### config.mk
export PLATFORM = sky130hd
export DESIGN_NAME = hilo_muldiv
export DESIGN_NICKNAME = d
export VERILOG_FILES = /design/src/rtl/hilo_muldiv_pkg.sv /design/src/rtl/hilo_muldiv_iter.sv /design/src/rtl/hilo_muldiv.sv
export SDC_FILE = /design/constraint.sdc
export NUM_CORES = 1
export LEC_CHECK = 0
export CAP_MARGIN = 20
export CORE_ASPECT_RATIO = 2
export CORE_MARGIN = 2
export CORE_UTILIZATION = 44
export CTS_CLUSTER_DIAMETER = 120
export CTS_CLUSTER_SIZE = 10
export DETAILED_ROUTE_END_ITERATION = 8
export HOLD_SLACK_MARGIN = 0.02
export PLACE_DENSITY = 0.69
export SKIP_LAST_GASP = 1
export SYNTH_ARGS = -nofsm -noshare
export SYNTH_HDL_FRONTEND = slang
export SYNTH_SLANG_ARGS = --single-unit
export TNS_END_PERCENT = 1
### constraint.sdc
create_clock -name clk -period 5.85 [get_ports clk]
set_clock_uncertainty 0.1 [all_clocks]
set_input_delay 1.17 -clock clk [delete_from_list [all_inputs] [get_ports clk]]
set_output_delay 1.17 -clock clk [all_outputs]
set_load 0.02 [all_outputs]
### src/rtl/hilo_muldiv_pkg.sv
// Shared types and constants for the HI/LO multiply/divide unit.
package mips_muldiv_pkg;

   typedef enum logic [1:0] {
      MULT  = 2'b00,
      MULTU = 2'b01,
      DIV   = 2'b10,
      DIVU  = 2'b11
   } muldiv_op_t;

   typedef enum logic [1:0] {
      IDLE = 2'b00,
      CALC = 2'b01,
      FIX  = 2'b10
   } state_t;

   localparam logic [31:0] DIV0_LO        = 32'hFFFF_FFFF;
   localparam int          MULDIV_LATENCY = 33;

endpackage

### src/rtl/hilo_muldiv_iter.sv
// Iterative unsigned datapath: shift-add multiply or restoring divide,
// one step per cycle over a 2*WIDTH accumulator.
module muldiv_iter #(
   parameter int WIDTH = 32,
   parameter int ITERS = 32
) (
   input  logic                 clk,
   input  logic                 reset,
   input  logic                 load,
   input  logic                 step,
   input  logic                 is_div,
   input  logic [WIDTH-1:0]     a,
   input  logic [WIDTH-1:0]     b,
   output logic [2*WIDTH-1:0]   acc,
   output logic                 last
);

   localparam int CW = $clog2(ITERS);

   logic [WIDTH-1:0] operand;
   logic             div_mode;
   logic [CW-1:0]    count;
   logic [WIDTH:0]   mul_sum;
   logic [WIDTH:0]   div_trial;
   logic [WIDTH+1:0] div_diff;
   logic [2*WIDTH-1:0] acc_next;

   // Multiply: acc = {partial, multiplier}; divide: acc = {remainder, dividend/quotient}.
   always_comb begin
      mul_sum   = {1'b0, acc[2*WIDTH-1:WIDTH]} + (acc[0] ? {1'b0, operand} : '0);
      div_trial = {acc[2*WIDTH-1:WIDTH], acc[WIDTH-1]};
      div_diff  = {1'b0, div_trial} - {2'b00, operand};
      acc_next  = acc;
      if (div_mode) begin
         if (!div_diff[WIDTH+1])
            acc_next = {div_diff[WIDTH-1:0], acc[WIDTH-2:0], 1'b1};
         else
            acc_next = {div_trial[WIDTH-1:0], acc[WIDTH-2:0], 1'b0};
      end else begin
         acc_next = {mul_sum, acc[WIDTH-1:1]};
      end
   end

   assign last = (count == CW'(ITERS - 1));

   always_ff @(posedge clk) begin
      if (reset) begin
         acc      <= '0;
         operand  <= '0;
         div_mode <= 1'b0;
         count    <= '0;
      end else if (load) begin
         acc      <= {{WIDTH{1'b0}}, (is_div ? a : b)};
         operand  <= is_div ? b : a;
         div_mode <= is_div;
         count    <= '0;
      end else if (step) begin
         acc   <= acc_next;
         count <= count + 1'b1;
      end
   end

endmodule

### src/rtl/hilo_muldiv.sv
// HI/LO owner: FSM, sign capture and fix-up, MTHI/MTLO writes, and the
// iterative multiply/divide datapath.
module hilo_muldiv
   import mips_muldiv_pkg::*;
#(
   parameter int WIDTH = 32,
   parameter int ITERS = 32
) (
   input  logic             clk,
   input  logic             reset,
   input  logic             start,
   input  logic [1:0]       op,
   input  logic [WIDTH-1:0] op1,
   input  logic [WIDTH-1:0] op2,
   input  logic             mthi,
   input  logic             mtlo,
   input  logic [WIDTH-1:0] wdata,
   output logic [WIDTH-1:0] hi,
   output logic [WIDTH-1:0] lo,
   output logic             busy,
   output logic             done
);

   state_t state, state_next;

   logic             is_signed, sign1, sign2;
   logic [WIDTH-1:0] mag1, mag2;
   logic             load, step, iter_last;
   logic [2*WIDTH-1:0] acc;

   logic             div_q, sign1_q, sign2_q, div0_q;
   logic [WIDTH-1:0] op1_q;

   logic [2*WIDTH-1:0] prod_fix;
   logic [WIDTH-1:0]   quot_fix, rem_fix;

   assign is_signed = ~op[0];
   assign sign1     = is_signed & op1[WIDTH-1];
   assign sign2     = is_signed & op2[WIDTH-1];
   assign mag1      = sign1 ? -op1 : op1;
   assign mag2      = sign2 ? -op2 : op2;

   muldiv_iter #(.WIDTH(WIDTH), .ITERS(ITERS)) u_iter (
      .clk    (clk),
      .reset  (reset),
      .load   (load),
      .step   (step),
      .is_div (op[1]),
      .a      (mag1),
      .b      (mag2),
      .acc    (acc),
      .last   (iter_last)
   );

   always_comb begin
      state_next = state;
      load       = 1'b0;
      step       = 1'b0;
      case (state)
         IDLE: if (start) begin
            load       = 1'b1;
            state_next = CALC;
         end
         CALC: begin
            step = 1'b1;
            if (iter_last) state_next = FIX;
         end
         FIX:     state_next = IDLE;
         default: state_next = IDLE;
      endcase
   end

   // Remainder follows the dividend sign; quotient/product follow sign1^sign2.
   always_comb begin
      prod_fix = (sign1_q ^ sign2_q) ? -acc : acc;
      quot_fix = (sign1_q ^ sign2_q) ? -acc[WIDTH-1:0] : acc[WIDTH-1:0];
      rem_fix  = sign1_q ? -acc[2*WIDTH-1:WIDTH] : acc[2*WIDTH-1:WIDTH];
   end

   assign busy = (state != IDLE);

   always_ff @(posedge clk) begin
      if (reset) begin
         state   <= IDLE;
         hi      <= '0;
         lo      <= '0;
         done    <= 1'b0;
         div_q   <= 1'b0;
         sign1_q <= 1'b0;
         sign2_q <= 1'b0;
         div0_q  <= 1'b0;
         op1_q   <= '0;
      end else begin
         state <= state_next;
         done  <= (state == FIX);
         if (state == IDLE) begin
            if (start) begin
               div_q   <= op[1];
               sign1_q <= sign1;
               sign2_q <= sign2;
               div0_q  <= (op2 == '0);
               op1_q   <= op1;
            end else begin
               if (mthi) hi <= wdata;
               if (mtlo) lo <= wdata;
            end
         end else if (state == FIX) begin
            if (div_q && div0_q) begin
               hi <= op1_q;
               lo <= DIV0_LO;
            end else if (div_q) begin
               hi <= rem_fix;
               lo <= quot_fix;
            end else begin
               hi <= prod_fix[2*WIDTH-1:WIDTH];
               lo <= prod_fix[WIDTH-1:0];
            end
         end
      end
   end

endmodule

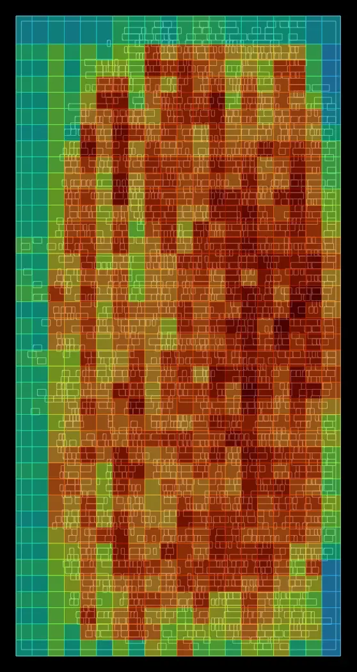
(images/final_congestion.png)
GRT Overall Usage: 32.66%
GR Util met3: 3.458%
GRT met1 Usage: 32.01%
gr busiest metal: met2
fin util: 51.26%

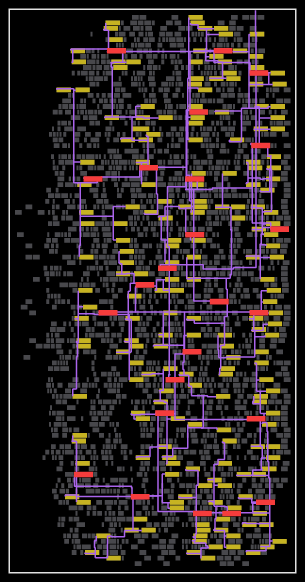
(images/clock_map.png)
[clock wires] purple | length: 3270 µm
[flip-flops] yellow | count: 204
[cells driving clock nets] red | count: 24
flops lie: spread over the die

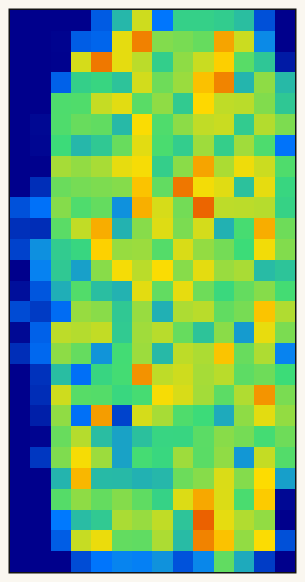
(images/density.png)
14 x 27 tiles, from dark blue (low) to red (high), 0 to 100% covered.
nearly empty tiles: 12%
tiles over 75% full: 6.9%
emptiest ninth of the die: north-west
mean over tiles: 47%

logic make-up (layout without fill, tap and decap cells):
family                     count (synthesis)  count (layout)  share of synthesized area (%)
AOI/OAI and AO/OA                        732             732                          29.16
xor gates and xnor gates                 177             177                          9.651
adders and majority gates                 72              72                          5.702
buffers and inverters                    229             293                          5.491
DFF                                      204             204                          25.42
muxes                                     57              57                          3.560
other                                      0               4                              0
and+or+nand+nor                          741             741                          21.01
worst reg2reg max path: cells and delay by family, from the launching register on:
family	cells	cell delay, ns
simple gates	5	1.43
compound gates	4	1.33
flops	1	0.64
buf+inv	2	0.39
fa+ha+maj	1	0.35
per-stage QoR:
step	setup WS, ns	cells	utilization [%]
2_1_floorplan	2.212	2212	-
3_3_place_gp	1.010	2703	49.47
3_5_place_dp	1.001	2703	49.47
4_1_cts	1.549	2730	51.23
5_1_grt	1.446	2734	51.26
6_report	1.506	2734	51.26
state kept, by name (all words and copies together), names as in the netlist:
name,count
op1_q,32
done,1
state,2
u_iter.acc,64
hi,32
lo,32
div0_q,1
u_iter.count,5
sign2_q,1
div_q,1
sign1_q,1
u_iter.operand,32
how the worst max path moves through the flow:
stage,cells after the start,endpoint,slack (ns),start
after global placement,9,u_iter.operand[29],1.01,op2[4]
after global routing,12,u_iter.acc[63],1.45,u_iter.acc[37]
after CTS,9,u_iter.operand[29],1.55,op2[4]
after detailed placement,9,u_iter.operand[29],1.00,op2[4]
final,9,u_iter.operand[27],1.51,op2[4]
after floorplan,8,u_iter.operand[21],2.21,op2[4]
area by class of cell:
class | instances | area share, %
multi-input combinational | 1779 | 59.83
sequential | 204 | 21.97
timing repair buffer | 202 | 10.37
clock buffer | 26 | 3.383
tap | 454 | 3.054
inverter | 64 | 1.291
antenna | 4 | 0.05381
clock inverter | 1 | 0.04708
per-layer routing:
metal / track usage (%) / vias to the layer above / share of wire, %
li1: - / 8109 / -
met1: 32.01 / 8134 / 34
met2: 60.47 / 830 / 51
met3: 3.458 / 314 / 5.1
met4: 28.42 / 0 / 10
met5: 0 / - / 0
power breakdown:
part / internal [mW] / leakage, nW / total (mW) / switching (mW)
combinational: 0.573 / 5.15 / 1.49 / 0.915
clock: 0.750 / 0.313 / 1.37 / 0.617
sequential: 1.48 / 1.67 / 1.60 / 0.120
layout by cell type, fill, tap and decap left out, types with 7 or more instances in the layout:
master,n
o31ai_1,24
nor4_1,18
inv_1,61
dfxtp_1,203
or3_1,19
nand3_1,41
a21o_1,37
a21boi_0,10
or4_1,10
o221ai_1,40
o211ai_1,32
a21oi_1,250
a311oi_1,10
nand2_1,273
clkbuf_16,25
o41ai_1,10
a221oi_1,12
a211oi_1,48
clkdlybuf4s50_1,166
o21a_1,7
nand2b_1,13
and3_1,21
nand4_1,18
mux2i_1,56
a31oi_1,23
nor2_1,216
nor3_1,51
buf_4,35
a22o_1,10
nor2b_1,11
xor2_1,90
o21bai_1,10
xnor2_1,87
and2_1,7
ha_1,70
o21ai_1,10
o22ai_1,12
o21ai_0,135
==> impl_metrics.env <==
# physical design summary
export IMPL_total_leakage_power_nw=7.138
export IMPL_whs_ns=0.3516
export IMPL_start_kind="primary input"
export IMPL_status="complete, no violations"
export IMPL_overflow=0
export IMPL_cp_max_fo=5
export IMPL_tightest_slew_ns=1.117
export IMPL_ctsHoldBuffers=0
export IMPL_crit_type="primary input to flop"
export IMPL_hold_depth=2
export IMPL_finalWeightedCongestion=1.024
export IMPL_crit_buf_inv=1
export IMPL_cts_resized=0
export IMPL_drc_errors=0
export IMPL_yosys_area_um2=16060
export IMPL_whs_endpoint="op1_q[8]"
export IMPL_drt_total_wl_um=65300
export IMPL_fin_nets=2450
export IMPL_top_cell="nand2_1"
export IMPL_drtIter0Drc=1629
export IMPL_path_delay_family="simple AND/OR/NAND/NOR gates"
export IMPL_rows=99
export IMPL_slowest_delay_ns=0.70
Power is estimated from default activity; no workload was simulated.
